===== src/rtl/uart_tx_scheduler.sv =====
// uart_tx_scheduler
//   Multi-channel byte scheduler in front of the UART transmit path. Each
//   request channel owns a one-byte slot. A new request to a full slot replaces
//   the old byte. Full slots are granted round-robin, one byte at a time, and
//   the scheduler advances only on the UART byte-complete pulse (tx_ready).
//
// Ports
//   clock      : UART 16x clock, all logic on the rising edge
//   reset      : asynchronous, active-low
//   req_valid  : per-channel one-cycle load strobe
//   req_data   : channel i byte at [i*DATA_W +: DATA_W]
//   hold       : 1 = grant nothing on the next completion (line goes idle)
//   tx_ready   : UART pulse, the byte on tx_bits has finished
//   tx_bits    : registered byte presented to the UART
//   pending    : slot-full flags
//   sent       : one-hot, one-cycle pulse for the channel whose byte completed
//   overwrite  : sticky, a pending byte was replaced before it was granted
//   stall      : watchdog, TIMEOUT cycles in BUSY with no tx_ready
//   dbgState   : current FSM state (0 = IDLE, 1 = BUSY)
//   dbgOwner   : channel that owns the line while BUSY
//
// Handshake: there is no backpressure toward the producers. A req_valid pulse
// is always accepted into its slot. Toward the UART, tx_bits is stable from one
// tx_ready pulse to the next. Each tx_ready consumes the byte in flight and
// selects the next one.
module uart_tx_scheduler #(
  parameter int                N_CH      = 4,
  parameter int                DATA_W    = 8,
  parameter logic [DATA_W-1:0] IDLE_BYTE = 8'h00,
  parameter int                TIMEOUT   = 65535
) (
  input  logic                     clock,
  input  logic                     reset,
  input  logic [N_CH-1:0]          req_valid,
  input  logic [N_CH*DATA_W-1:0]   req_data,
  input  logic                     hold,
  input  logic                     tx_ready,
  output logic [DATA_W-1:0]        tx_bits,
  output logic [N_CH-1:0]          pending,
  output logic [N_CH-1:0]          sent,
  output logic [N_CH-1:0]          overwrite,
  output logic                     stall,
  output logic                     dbgState,
  output logic [$clog2(N_CH)-1:0]  dbgOwner
);

  localparam int CH_W = $clog2(N_CH);
  localparam int WD_W = $clog2(TIMEOUT + 1);

  typedef enum logic {IDLE = 1'b0, BUSY = 1'b1} state_t;

  state_t                 state;
  logic [CH_W-1:0]        owner;
  logic [CH_W-1:0]        rrPtr;
  logic [WD_W-1:0]        wdCount;
  logic [DATA_W-1:0]      slots [N_CH];

  logic                   grantValid;
  logic [CH_W-1:0]        grantIdx;
  logic                   doGrant;

  // First full slot at or above rrPtr, wrapping. Uses registered pending only,
  // so a request landing in the same cycle is not yet eligible.
  always_comb begin
    grantValid = 1'b0;
    grantIdx   = '0;
    for (int k = 0; k < N_CH; k++) begin
      if (!grantValid && pending[(int'(rrPtr) + k) % N_CH]) begin
        grantValid = 1'b1;
        grantIdx   = CH_W'((int'(rrPtr) + k) % N_CH);
      end
    end
  end

  assign doGrant  = tx_ready && !hold && grantValid;
  assign dbgState = state;
  assign dbgOwner = owner;

  always_ff @(posedge clock or negedge reset) begin
    if (!reset) begin
      state     <= IDLE;
      owner     <= '0;
      rrPtr     <= '0;
      wdCount   <= '0;
      tx_bits   <= IDLE_BYTE;
      pending   <= '0;
      sent      <= '0;
      overwrite <= '0;
      stall     <= 1'b0;
      for (int i = 0; i < N_CH; i++) slots[i] <= '0;
    end else begin
      sent <= '0;

      if (tx_ready) begin
        if (state == BUSY) sent[owner] <= 1'b1;
        if (doGrant) begin
          state   <= BUSY;
          owner   <= grantIdx;
          tx_bits <= slots[grantIdx];
          rrPtr   <= (grantIdx == CH_W'(N_CH - 1)) ? '0 : grantIdx + 1'b1;
          // Counts BUSY cycles including the current one, so the first
          // cycle after grant already reads 1.
          wdCount <= WD_W'(1);
        end else begin
          state   <= IDLE;
          tx_bits <= IDLE_BYTE;
          wdCount <= '0;
        end
        stall <= 1'b0;
      end else if (state == BUSY && wdCount != WD_W'(TIMEOUT)) begin
        wdCount <= wdCount + 1'b1;
        stall   <= (wdCount == WD_W'(TIMEOUT - 1));
      end

      // A slot granted this cycle hands its old byte to the line. A request
      // arriving in the same cycle refills it without counting as a loss.
      for (int i = 0; i < N_CH; i++) begin
        if (req_valid[i]) begin
          slots[i]   <= req_data[i*DATA_W +: DATA_W];
          pending[i] <= 1'b1;
          if (pending[i] && !(doGrant && grantIdx == CH_W'(i)))
            overwrite[i] <= 1'b1;
        end else if (doGrant && grantIdx == CH_W'(i)) begin
          pending[i] <= 1'b0;
        end
      end
    end
  end

endmodule


===== config.mk =====
export PLATFORM = sky130hd
export DESIGN_NAME = uart_tx_scheduler
export DESIGN_NICKNAME = d
export VERILOG_FILES = /design/src/rtl/uart_tx_scheduler.sv
export SDC_FILE = /design/constraint.sdc
export NUM_CORES = 1
export LEC_CHECK = 0
export CAP_MARGIN = 30
export CORE_ASPECT_RATIO = 0.75
export CORE_MARGIN = 3
export CORE_UTILIZATION = 50
export DETAILED_ROUTE_END_ITERATION = 10
export GPL_TIMING_DRIVEN = 0
export PLACE_DENSITY = 0.77
export SLEW_MARGIN = 5
export SYNTH_ARGS = -nofsm -noshare
export SYNTH_HDL_FRONTEND = slang
export SYNTH_SLANG_ARGS = --single-unit

===== constraint.sdc =====
create_clock -name clock -period 6.42 [get_ports clock]
set_clock_uncertainty 0.2 [all_clocks]
set_input_delay 1.284 -clock clock [delete_from_list [all_inputs] [get_ports clock]]
set_output_delay 1.284 -clock clock [all_outputs]
set_load 0.005 [all_outputs]

Met1 routing:
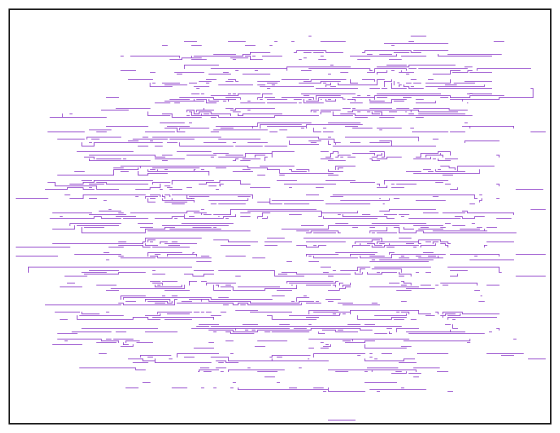
main direction: horizontal
longest straight run: 35.9 um
met1 usage: 32.4%
via count: 2,692

Sequential cells grouped by signal name:
Other sequential cells in the stronger gray, the rest of the logic in the fainter gray.
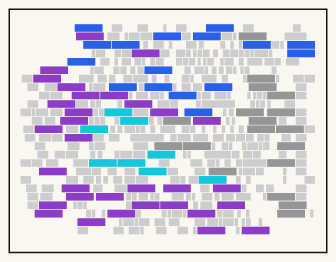
| netlist name | color | sequential cells |
|---|---|---|
| `wdCount` | blue | 16 |
| `tx_bits` | cyan | 8 |
| `slots` | purple | 32 |
FF+latch area: 1850 sq um
sequential share of cell area: 42.2%
fin util: 67.7%
Seq power: 579 uW

Cell area per tile:
10 x 8 tiles, from white (low) to dark blue (high), 0 to 100% covered.
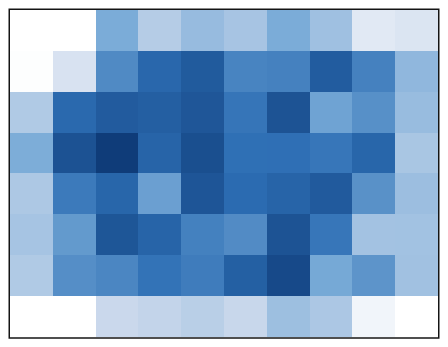
mean over tiles: 54%
densest ninth of the die: middle
nearly empty tiles: 7.5%
tiles over 75% full: 29%
total core area: 6470 sq um
fp util: 53.2%

Cell outlines without signal wires:
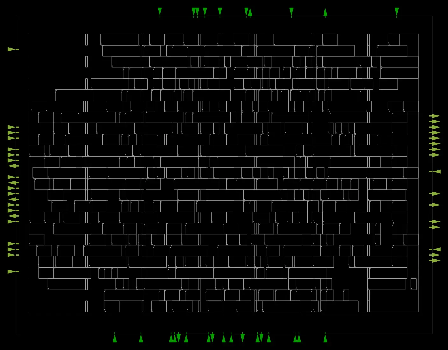
Finished Layout Cells: 476
total number of sequential cells: 74
row cnt: 25
Fillers: 513
n_taps: 81

Signal wires on met2:
Cells faint in the background.
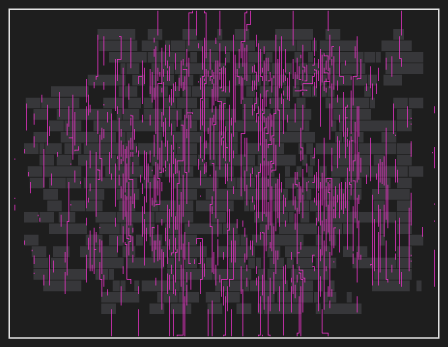
share of all routed wire: 44%
longest straight run: 25.5 um
wire length on this layer: 3,510 um
main direction: vertical
met2 usage: 31.0%
Post-Route WL: 7960 um

==> impl_metrics.yaml <==
# physical design summary
final_layout:
  nNonClkInverters: 15
  comb_cells: 209
  drive_gt1_share_pct: 14.4
  final-clk-cell-share_pct: 5.22
  antenna_cells: 0
  largest_registers: "slots (32), wdCount (16), tx_bits (8)"
  final_layout_top_logic_cell: "dfrtp_1"
  non_clock_buffer_count: 81
  largest_reg_flops: 32
cts:
  cts_tree: "yes"
  path_clk_slew_ns: 0.07
  hold_buffers: 0
sta:
  finalSetupTns_ns: 0
  tightestPinTransition_ns: 0.680
  grt_setup_unrepaired: "no"
  fmax_ghz: 0.330
power:
  pg_comb_uw: 465
  fin_total_pwr_uw: 1460
  leakagePower_uw: 0.00187
outcome:
  outcome: "completed"
floorplanning:
  die_y_um: 77.9
setup_path:
  cp-endpoint: "tx_bits[7]"
  worstPathBufferInverterCount: 3
  critPathLaunchType: "primary input"
global_routing:
  grt_pass1_wl_um: 13400
  grt_use_met3_pct: 7.73
detailed_routing:
  met2WireLength_um: 3510
yosys:
  synth_cells: 319
  yosysTopAreaCell: "dfrtp_1"
  synthArstFlopShare_pct: 100
  yosys.area_share.simple_pct: 16.9
  common_cells: "74 x dfrtp_1, 25 x nand2_1, 24 x mux2_2, 21 x nand3_1, 19 x o21ai_0"
place:
  gp_congestion: 0.852
  dp_cells: 460
worst_hold_path:
  worstHoldStart: "overwrite[2]"
Power is estimated from default activity; no workload was simulated.
